Design instr_fetch_flat, sky130hd; sources not shown.
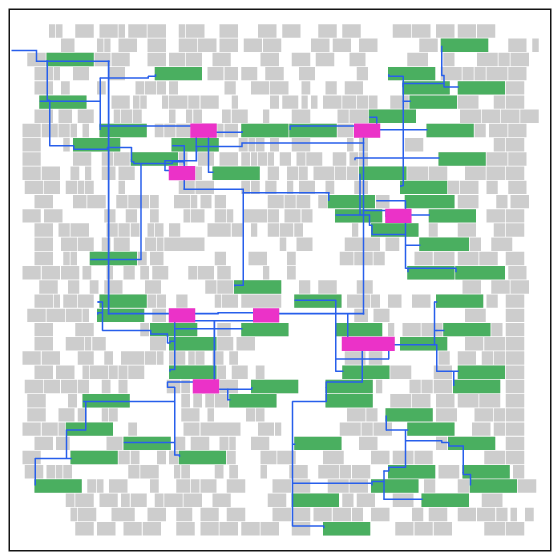
Figure 1: clock distribution.
legend:
  flip-flops:
    color: green
    count: 65
  cells driving clock nets:
    color: magenta
    count: 9
  clock wires:
    color: blue
    length: 950 um
routed clock nets: 10
clk ins delay skew pair: 0.35 ns

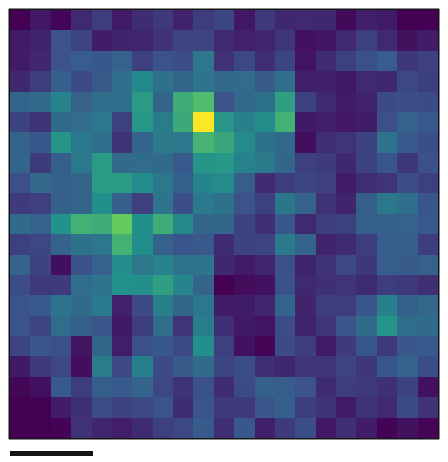
Figure 2: routed metal per tile.
Bar = 20 um. 21 x 21 tiles, from dark purple (low) to yellow (high), scaled to the fullest tile. Values are wire area over tile area, all layers added.
mean over tiles: 0.19
emptiest ninth of the die: north-east
tiles over half the peak: 5.7%
fullest tile: 0.76
nearly empty tiles: 3.2%
DRT Wirelength: 12410 um
via count: 4126

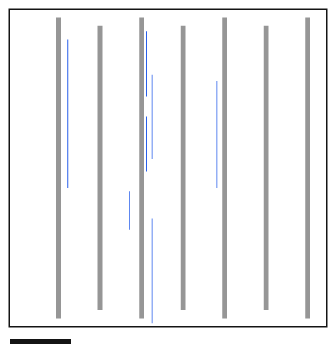
Figure 3: the metal 4 layer.
Bar = 20 um. Supply wires on this layer in gray.
share of all routed wire: 1.6%
wire length on this layer: 195 um
longest straight run: 48.3 um

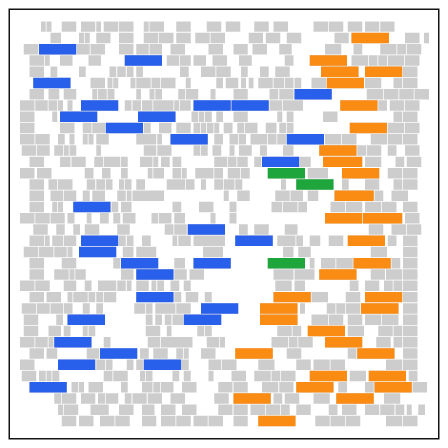
Figure 4: sequential cells grouped by signal name.
legend:
  u_core.state_q:
    color: green
    placed_flops: 3
  u_core.instr_q:
    color: orange
    placed_flops: 32
    where: a column on the right
  u_core.imem.imem_addr:
    color: blue
    placed_flops: 30
final core occ: 64.61%
Flop area: 1630 um^2
fraction of area in registers: 26.05%

==> impl_metrics.toml <==
# synthesis and place-and-route metrics
[sta]
slew_viol_final = 66
period_used_pct = 86.52
fmax_mhz = 200.7
tns_ns = 0
period_needed_ns = 4.983
max_slew_margin_pct = -133.7
final-hold-violation-count = 0

[synthesis]
syn_inst = 484
ys_top_logic_family = "simple AND/OR/NAND/NOR gates"
aoi_share_pct = 12.39
synth_flops = 65
syn_area_per_cell_um2 = 9.371
synth-xor-area-share_pct = 5.407
syn_area_um2 = 4536
top_cells_by_area = "dfrtp_1, buf_4, mux2_1, and2_1, xnor2_1"
synthArstFlopShare_pct = 100.0
largest_area_cell = "dfrtp_1"
ys_area_um2 = 4536
synth_cell_types = 69
ys_seq_share_pct = 35.94
simple_gate_share_pct = 24.72

[die]
tapCellCount = 133
fp.dieH_um = 103.3
ios = 200

[clocking]
cts_buffer_depth = 2
clkTransAtPathRegs_ns = 0.08
clock_sinks = 65

[worst_hold_path]
min_path_type = "reg -> reg"

[layout]
inv_count = 12
area_delta_synth_final_pct = 37.96
clk_share_pct = 2.839
antenna_cells = 0
layout.non_clock_buffers = 196
nets = 689
drive_gt1_share_pct = 7.692
comb_area_um2 = 2316
n_fill_cell = 821
layout.cells.non_filler = 757
lay_top_count = "dlygate4sd3_1"
nMultiInputCombCells = 335

[worst_setup_path]
cp.required_ns = 4.12
path_delay_family = "simple AND/OR/NAND/NOR gates"
worst_setup_path_end_kind = "primary output"
worst_setup_path_start_kind = "flip-flop"
worstSetupPathType = "reg -> out"
r2r_slack_ns = 2.33
slowest_delay_ns = 0.88
crit_cells = 5

[detailed_routing]
route.layer.met1.wl_um = 5411
wl_met3_um = 836

[status]
violations = "capacitance limit, slew limit"
outcome = "complete, but fails checks"

[global_routing]
grt_first_pass_wirelength_um = 19220
use_met1_pct = 30.53
grt-ovfl-total = 0

[job]
drv_cap = 1

[placement]
gp_congestion = 0.8657
hpwl_um = 8823
-- per-stage QoR --
step / setup WS (ns) / hold WS (ns) / utilization, % / area [um^2]
after floorplan: 1.423 / 0.2489 / - / 4558
after global placement: 1.343 / 0.2588 / 63.15 / 6116
after detailed placement: 1.359 / 0.2684 / 63.15 / 6116
after CTS: 0.9638 / 0.2871 / 64.99 / 6294
after global routing: 0.4048 / 0.2970 / 64.61 / 6257
final: 0.7765 / 0.2802 / 64.61 / 6257
-- kinds of logic after synthesis --
family          after synthesis
fa+ha+maj                     1
xor+xnor                     28
flops                        65
compound gates               83
simple gates                183
mux                          33
buf+inv                      90
other cells                   1
